**config.mk**
```make
export PLATFORM = sky130hd
export DESIGN_NAME = cla_subtractor_pipe_16_flat
export DESIGN_NICKNAME = d
export VERILOG_FILES = /design/src/rtl/cla_subtractor_pipe_16_if.sv /design/src/rtl/cla_subtractor_pipe_16.sv /design/src/flat_wrapper.sv
export SDC_FILE = /design/constraint.sdc
export NUM_CORES = 1
export LEC_CHECK = 0
export CAP_MARGIN = 10
export CORE_ASPECT_RATIO = 0.7
export CORE_UTILIZATION = 45
export CTS_BUF_LIST = sky130_fd_sc_hd__clkbuf_4 sky130_fd_sc_hd__clkbuf_8 sky130_fd_sc_hd__clkbuf_16
export CTS_CLUSTER_DIAMETER = 100
export DETAILED_ROUTE_END_ITERATION = 10
export GPL_TIMING_DRIVEN = 0
export HOLD_SLACK_MARGIN = 0.05
export PLACE_DENSITY = 0.76
export SLEW_MARGIN = 20
export SYNTH_ARGS = -nofsm -noshare
export SYNTH_HDL_FRONTEND = slang
export SYNTH_SLANG_ARGS = --single-unit
export TNS_END_PERCENT = 30
```
**constraint.sdc**
```tcl
create_clock -name clk -period 2.63 [get_ports clk]
set_input_delay 0.526 -clock clk [delete_from_list [all_inputs] [get_ports clk]]
set_output_delay 0.526 -clock clk [all_outputs]
set_load 0.02 [all_outputs]
```
**src/rtl/cla_subtractor_pipe_16_if.sv**
```systemverilog
// Streaming handshake bundle for cla_subtractor_pipe_16: operand side (in_*, a, b, bin)
// and result side (out_*, diff, bout, ovf).
interface cla_subtractor_pipe_16_if #(
  parameter int WIDTH = 16
);
  logic             in_valid;
  logic             in_ready;
  logic [WIDTH-1:0] a;
  logic [WIDTH-1:0] b;
  logic             bin;
  logic             out_valid;
  logic             out_ready;
  logic [WIDTH-1:0] diff;
  logic             bout;
  logic             ovf;

  modport master (
    output in_valid, a, b, bin, out_ready,
    input  in_ready, out_valid, diff, bout, ovf
  );

  modport slave (
    input  in_valid, a, b, bin, out_ready,
    output in_ready, out_valid, diff, bout, ovf
  );
endinterface

```
**src/rtl/cla_subtractor_pipe_16.sv**
```systemverilog
// Two-stage pipelined CLA subtractor: diff = a - b - bin, computed as a + ~b + ~bin.
// Optional macro CLA_SUB_SATURATE_EN: signed saturation of diff on overflow.
module cla_subtractor_pipe_16 #(
  parameter int WIDTH = 16
) (
  input  logic clk,
  input  logic rst,
  cla_subtractor_pipe_16_if.slave bus
);
  localparam int HALF = WIDTH / 2;
  localparam int NG   = HALF / 4;

  // 4-bit carry-lookahead group cell: returns {cout, sum[3:0]}.
  function automatic logic [4:0] cla4(input logic [3:0] x, input logic [3:0] y, input logic c0);
    logic [3:0] p;
    logic [3:0] g;
    logic [3:0] c;
    logic       co;
    p    = x ^ y;
    g    = x & y;
    c[0] = c0;
    c[1] = g[0] | (p[0] & c0);
    c[2] = g[1] | (p[1] & g[0]) | (p[1] & p[0] & c0);
    c[3] = g[2] | (p[2] & g[1]) | (p[2] & p[1] & g[0]) | (p[2] & p[1] & p[0] & c0);
    co   = g[3] | (p[3] & g[2]) | (p[3] & p[2] & g[1]) | (p[3] & p[2] & p[1] & g[0])
         | (p[3] & p[2] & p[1] & p[0] & c0);
    return {co, p ^ c};
  endfunction

  logic             s1_valid_q;
  logic [HALF-1:0]  s1_lo_q;
  logic             s1_cmid_q;
  logic [HALF-1:0]  s1_ahi_q;
  logic [HALF-1:0]  s1_bnhi_q;

  logic             s2_valid_q;
  logic [WIDTH-1:0] diff_q;
  logic             bout_q;
  logic             ovf_q;

  logic [HALF-1:0]  lo_sum_d;
  logic             cmid_d;
  logic [HALF-1:0]  hi_sum_d;
  logic             cout_d;
  logic [WIDTH-1:0] raw_diff_d;
  logic [WIDTH-1:0] diff_d;
  logic             ovf_d;
  logic             a_top;
  logic             b_top;

  logic accept;
  logic s2_adv;

  assign s2_adv       = s1_valid_q & (~s2_valid_q | bus.out_ready);
  assign bus.in_ready = ~s1_valid_q | s2_adv;
  assign accept       = bus.in_valid & bus.in_ready;

  // Lower half: ripple the group carries starting from the inverted borrow-in.
  always_comb begin
    logic       c;
    logic [4:0] r;
    lo_sum_d = '0;
    c        = ~bus.bin;
    r        = '0;
    for (int i = 0; i < NG; i++) begin
      r                 = cla4(bus.a[i*4 +: 4], ~bus.b[i*4 +: 4], c);
      lo_sum_d[i*4 +: 4] = r[3:0];
      c                 = r[4];
    end
    cmid_d = c;
  end

  // Upper half continues from the registered half-carry.
  always_comb begin
    logic       c;
    logic [4:0] r;
    hi_sum_d = '0;
    c        = s1_cmid_q;
    r        = '0;
    for (int i = 0; i < NG; i++) begin
      r                 = cla4(s1_ahi_q[i*4 +: 4], s1_bnhi_q[i*4 +: 4], c);
      hi_sum_d[i*4 +: 4] = r[3:0];
      c                 = r[4];
    end
    cout_d = c;
  end

  always_comb begin
    a_top      = s1_ahi_q[HALF-1];
    b_top      = ~s1_bnhi_q[HALF-1];
    raw_diff_d = {hi_sum_d, s1_lo_q};
    ovf_d      = (a_top ^ b_top) & (raw_diff_d[WIDTH-1] ^ a_top);
    diff_d     = raw_diff_d;
`ifdef CLA_SUB_SATURATE_EN
    if (ovf_d) begin
      diff_d = a_top ? {1'b1, {(WIDTH-1){1'b0}}} : {1'b0, {(WIDTH-1){1'b1}}};
    end
`else
`endif
  end

  always_ff @(posedge clk or posedge rst) begin
    if (rst) begin
      s1_valid_q <= 1'b0;
      s1_lo_q    <= '0;
      s1_cmid_q  <= 1'b0;
      s1_ahi_q   <= '0;
      s1_bnhi_q  <= '0;
      s2_valid_q <= 1'b0;
      diff_q     <= '0;
      bout_q     <= 1'b0;
      ovf_q      <= 1'b0;
    end else begin
      if (accept) begin
        s1_valid_q <= 1'b1;
        s1_lo_q    <= lo_sum_d;
        s1_cmid_q  <= cmid_d;
        s1_ahi_q   <= bus.a[WIDTH-1:HALF];
        s1_bnhi_q  <= ~bus.b[WIDTH-1:HALF];
      end else if (s2_adv) begin
        s1_valid_q <= 1'b0;
      end

      if (s2_adv) begin
        s2_valid_q <= 1'b1;
        diff_q     <= diff_d;
        bout_q     <= ~cout_d;
        ovf_q      <= ovf_d;
      end else if (bus.out_ready) begin
        s2_valid_q <= 1'b0;
      end
    end
  end

  assign bus.out_valid = s2_valid_q;
  assign bus.diff      = diff_q;
  assign bus.bout      = bout_q;
  assign bus.ovf       = ovf_q;
endmodule

```
**src/flat_wrapper.sv**
```systemverilog
// flat-port wrapper written by rule: the top's interface ports become plain ports
module cla_subtractor_pipe_16_flat 
#(
  parameter int WIDTH = 16
)
  (clk, rst, bus_in_valid, bus_a, bus_b, bus_bin, bus_out_ready, bus_in_ready, bus_out_valid, bus_diff, bus_bout, bus_ovf);
  cla_subtractor_pipe_16_if #(.WIDTH(WIDTH)) bus_i ();
  input  logic clk;
  input  logic rst;
  input wire logic [$bits(bus_i.in_valid)-1:0] bus_in_valid;
  input wire logic [$bits(bus_i.a)-1:0] bus_a;
  input wire logic [$bits(bus_i.b)-1:0] bus_b;
  input wire logic [$bits(bus_i.bin)-1:0] bus_bin;
  input wire logic [$bits(bus_i.out_ready)-1:0] bus_out_ready;
  output wire logic [$bits(bus_i.in_ready)-1:0] bus_in_ready;
  output wire logic [$bits(bus_i.out_valid)-1:0] bus_out_valid;
  output wire logic [$bits(bus_i.diff)-1:0] bus_diff;
  output wire logic [$bits(bus_i.bout)-1:0] bus_bout;
  output wire logic [$bits(bus_i.ovf)-1:0] bus_ovf;
  assign bus_i.in_valid = bus_in_valid;
  assign bus_i.a = bus_a;
  assign bus_i.b = bus_b;
  assign bus_i.bin = bus_bin;
  assign bus_i.out_ready = bus_out_ready;
  assign bus_in_ready = bus_i.in_ready;
  assign bus_out_valid = bus_i.out_valid;
  assign bus_diff = bus_i.diff;
  assign bus_bout = bus_i.bout;
  assign bus_ovf = bus_i.ovf;
  cla_subtractor_pipe_16 #(.WIDTH(WIDTH)) u_core (.clk(clk), .rst(rst), .bus(bus_i));
endmodule
```
### I/O nets highlighted, run 1

Drawn at 4 px/µm.
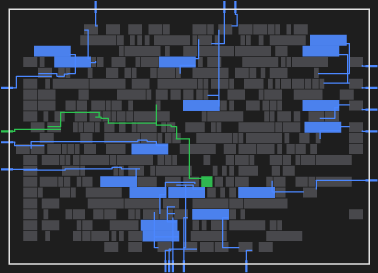
[blue] bus_diff | bits: 16 | direction: output | end cells: 16 | buffers: 16 | wire: 383 µm
[green] bus_in_ready | bits: 1 | direction: output | end cells: 1 | buffers: 1 | wire: 79.4 µm

### Wiring by layer, run 1

Drawn at 6 px/µm. Two of the layers only.
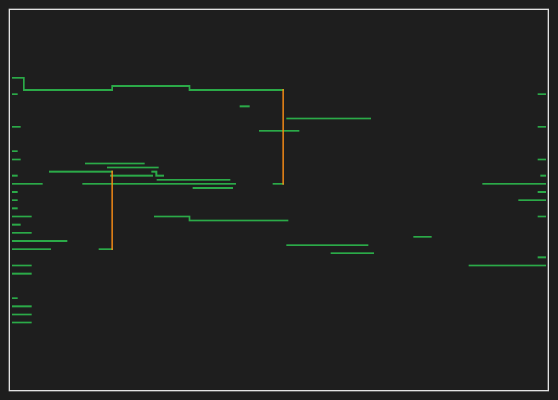
[orange] met4 | wire length: 28.6 µm
[green] met3 | wire length: 285 µm

### Layout detail, run 1

Window x 57 to 77, y 37 to 57 µm. Cells in gray, sequential cells in the stronger gray; small squares are vias.
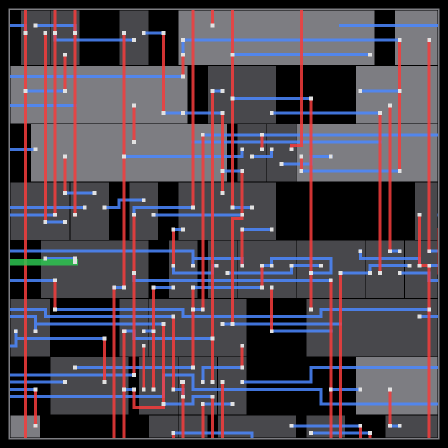
[red] met2
[green] met3
[blue] met1
netlist names of flops here include: u_core.s1_ahi_q (2), u_core.s1_bnhi_q (2)
most frequent: nand2_1 (9), o21ai_0 (4), dfrtp_1 (4)
sequential cells in the window: 4
cells with their middle in the window: 29

### Met2 routing, run 1

Drawn at 4 px/µm. Cells faint in the background.
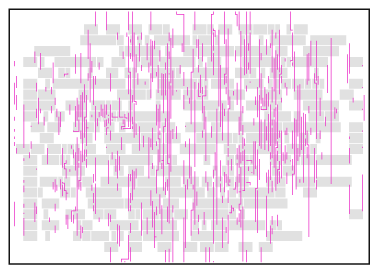
longest straight run: 36.4 µm
nets with wire on the layer: 304
main direction: vertical
wire length on this layer: 2250 µm
share of all routed wire: 43%
Vias: 1990
GR Layer Usage met2: 31.3%
Final Routed Wirelength: 5240 µm

==> out/metrics.csv, run 1 <==
stage,metric,value,unit
status,status,"complete, no violations",
synthesis,flop_cell,dfrtp_1,
global_routing,grt_overflow,0,
power,powerDensity,748,nW/µm²
critical_path,critPathMaxFanout,7,
synthesis,synth-edff-count,0,
placement,pre_cts_slack,-0.214,ns
final_layout,drive_gt1_share,9.62,%
critical_path,cp_data_required_time,2.10,ns
timing,hold_slack,0.478,ns
critical_path,cpMostUsedCell,clkdlybuf4s50_1,
timing,fin_crit,2.49,ns
cts,clock_path_buffers,2,
critical_path,r2r_setup_slack,0.36,ns
drt,drtIter0Drc,107,
timing,final-max-slew-violation-count,0,
timing,relSlewSlack,55.5,%
final_layout,clkbuf_count,6,
timing,finalSetupTns,0,ns
final_layout,largest_reg_flops,16,
power,share_comb_of_total_power,37.3,%
floorplanning,die_width,89.6,µm
timing,worst_pin_slew,0.661,ns
critical_path,critPathKind,input pin to output pin,
global_routing,grt-busiest-layer,met2,
timing,max_freq,0.401,GHz
final_layout,largestClassByArea,logic gates,
final_layout,logic_gates,175,
critical_path,r2r_cells,6,
critical_path,cp_top_family,buffers and inverters,
power,cellLeakagePower,1.47,nW
synthesis,synth_top_area_share,46.6,%
final_layout,sh_seq_area,35.0,%
synthesis,logic_family,simple AND/OR/NAND/NOR gates,
placement,placed_area,3090,µm²
critical_path,end_kind,output pin,
final_layout,instances_no_fill,381,
synthesis,syn_inst,247,
power,power.internal,1.61,mW
timing,final-hold-violation-count,0,
power,switching_share,33.1,%
drt,routed_via_density,5.22,
synthesis,ys_types,43,
synthesis,ys_cells,247,
final_layout,diodes,0,
worst_hold_path,min-delay-path-class,register to register,
synthesis,ys_sh_mux,4.14,%
timing,fin_skew,0.0154,ns
critical_path,crit_start,bus_out_ready,
final_layout,logic_area,1190,µm²
cts,numCtsBuffers,5,
final_layout,layout_top_cells,"clkdlybuf4s50_1, nand2_1, dfrtp_1, o21ai_0, inv_1",
drt,top_layer_used,met4,
drt,wl_met3,284,µm
floorplanning,die_area,5670,µm²
run,maxCapViolCount,0,
synthesis,ys_ff,45,
power,p_switching,0.796,mW
floorplanning,fp_util,48.7,%
synthesis,postSynthSeqShare,46.6,%
final_layout,comb_share,37.0,%
drt,m1WireLength,2670,µm
synthesis,synth.largest_area_cell,dfrtp_1,
synthesis,area_leaders,"dfrtp_1, ha_1, nand2_1",
cts,cts.sinks,45,
final_layout,fillCellCount,397,
synthesis,synthTopCellsByCount,"nand2_1, dfrtp_1, o21ai_0, inv_1, ha_1",
final_layout,final_util,64.8,%
drt,wl_per_cell,13.7,µm
final_layout,final_area,3220,µm²
power,maxPowerGroup,sequential cells,
synthesis,yosysWarnings,0,
floorplanning,rows,21,
floorplanning,tap_cells,69,
cts,cts-resized-gates,0,
power,power,2.41,mW
floorplanning,num_io_pins,57,
critical_path,critPathCapture,bus_in_ready,
==> run 2, diff against run 1 <==
--- a/config.mk
+++ b/config.mk
@@ -8,7 +8,6 @@
 export CAP_MARGIN = 10
 export CORE_ASPECT_RATIO = 0.7
 export CORE_UTILIZATION = 45
-export CTS_BUF_LIST = sky130_fd_sc_hd__clkbuf_4 sky130_fd_sc_hd__clkbuf_8 sky130_fd_sc_hd__clkbuf_16
 export CTS_CLUSTER_DIAMETER = 100
 export DETAILED_ROUTE_END_ITERATION = 10
 export GPL_TIMING_DRIVEN = 0
### Wiring by layer, run 2

Drawn at 6 px/µm. Two of the layers only.
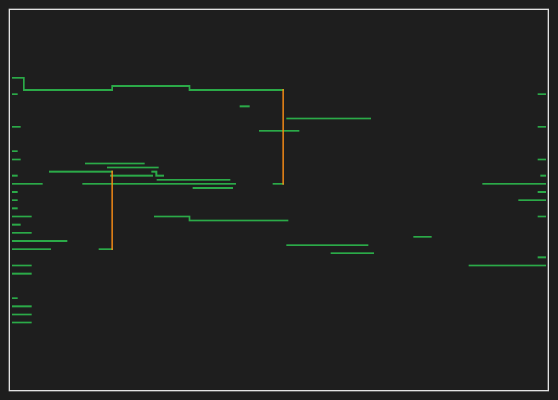
[green] met3 | wire length: 285 µm
[orange] met4 | wire length: 28.6 µm
Total GRT Usage: 20.8%
routed len/inst: 13.7 µm

### Layout detail, run 2

Window x 57 to 77, y 37 to 57 µm. Cells in gray, sequential cells in the stronger gray; small squares are vias.
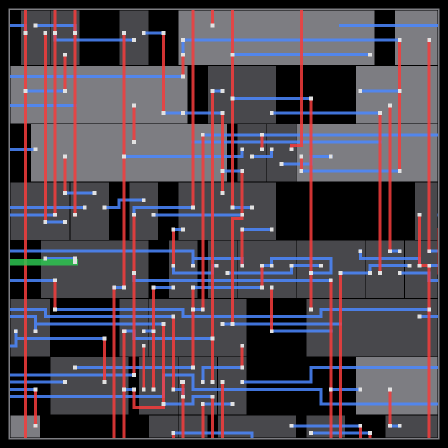
[green] met3
[red] met2
[blue] met1
netlist names of flops here include: u_core.s1_ahi_q (2), u_core.s1_bnhi_q (2)
most frequent: nand2_1 (9), o21ai_0 (4), dfrtp_1 (4)
cells with their middle in the window: 29
sequential cells in the window: 4

### Clock routing, run 2

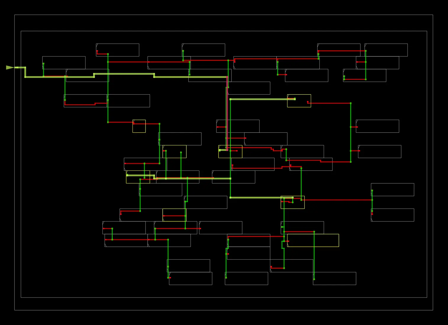
Clock Skew: 0.0154 ns
Late-Pin Clk Latency: 0.31 ns
Sink Count: 45
clock network power: 0.553 mW

==> out/metrics.csv, run 2 <==
stage,metric,value,unit,change
status,status,"complete, no violations",,unchanged
power,switching_share,33.1,%,unchanged
critical_path,critPathKind,input pin to output pin,,unchanged
drt,wl_met3,284,µm,unchanged
synthesis,postSynthSeqShare,46.6,%,unchanged
timing,final-hold-violation-count,0,,unchanged
floorplanning,die_width,89.6,µm,unchanged
drt,drt_wl_total,5240,µm,unchanged
synthesis,ys_cells,247,,unchanged
drt,routed_via_density,5.22,,unchanged
final_layout,final_area,3220,µm²,unchanged
synthesis,ys_sh_mux,4.14,%,unchanged
floorplanning,num_io_pins,57,,unchanged
worst_hold_path,min-delay-path-class,register to register,,unchanged
power,power.internal,1.61,mW,unchanged
timing,relSlewSlack,55.5,%,unchanged
timing,final-max-slew-violation-count,0,,unchanged
critical_path,cp_data_required_time,2.10,ns,about the same
power,power,2.41,mW,unchanged
timing,max_freq,0.401,GHz,unchanged
critical_path,end_kind,output pin,,unchanged
final_layout,comb_share,37.0,%,unchanged
drt,top_layer_used,met4,,unchanged
final_layout,clkbuf_count,6,,unchanged
placement,pre_cts_slack,-0.214,ns,unchanged
synthesis,yosysWarnings,0,,unchanged
power,p_switching,0.796,mW,unchanged
final_layout,final_util,64.8,%,unchanged
synthesis,synthTopCellsByCount,"nand2_1, dfrtp_1, o21ai_0, inv_1, ha_1",,unchanged
synthesis,synth.largest_area_cell,dfrtp_1,,unchanged
global_routing,grt_overflow,0,,unchanged
synthesis,area_leaders,"dfrtp_1, ha_1, nand2_1",,unchanged
global_routing,grt-busiest-layer,met2,,unchanged
power,maxPowerGroup,sequential cells,,unchanged
floorplanning,tap_cells,69,,unchanged
critical_path,cpMostUsedCell,clkdlybuf4s50_1,,unchanged
cts,numCtsBuffers,5,,unchanged
synthesis,flop_cell,dfrtp_1,,unchanged
timing,fin_crit,2.49,ns,unchanged
final_layout,logic_area,1190,µm²,unchanged
final_layout,logic_gates,175,,unchanged
critical_path,critPathMaxFanout,7,,unchanged
critical_path,crit_start,bus_out_ready,,unchanged
placement,placed_area,3090,µm²,unchanged
floorplanning,die_area,5670,µm²,unchanged
cts,clock_path_buffers,2,,unchanged
final_layout,instances_no_fill,381,,unchanged
power,powerDensity,748,nW/µm²,unchanged
critical_path,r2r_cells,6,,unchanged
timing,worst_pin_slew,0.661,ns,unchanged
global_routing,met2_usage,31.3,%,unchanged
final_layout,layout_top_cells,"clkdlybuf4s50_1, nand2_1, dfrtp_1, o21ai_0, inv_1",,unchanged
timing,hold_slack,0.478,ns,unchanged
final_layout,drive_gt1_share,9.62,%,unchanged
timing,finalSetupTns,0,ns,unchanged
drt,m1WireLength,2670,µm,unchanged
power,share_comb_of_total_power,37.3,%,about the same
cts,cts-resized-gates,0,,unchanged
synthesis,ys_ff,45,,unchanged
critical_path,r2r_setup_slack,0.36,ns,about the same
final_layout,fillCellCount,397,,unchanged
critical_path,critPathCapture,bus_in_ready,,unchanged
Power is estimated from default activity; no workload was simulated.
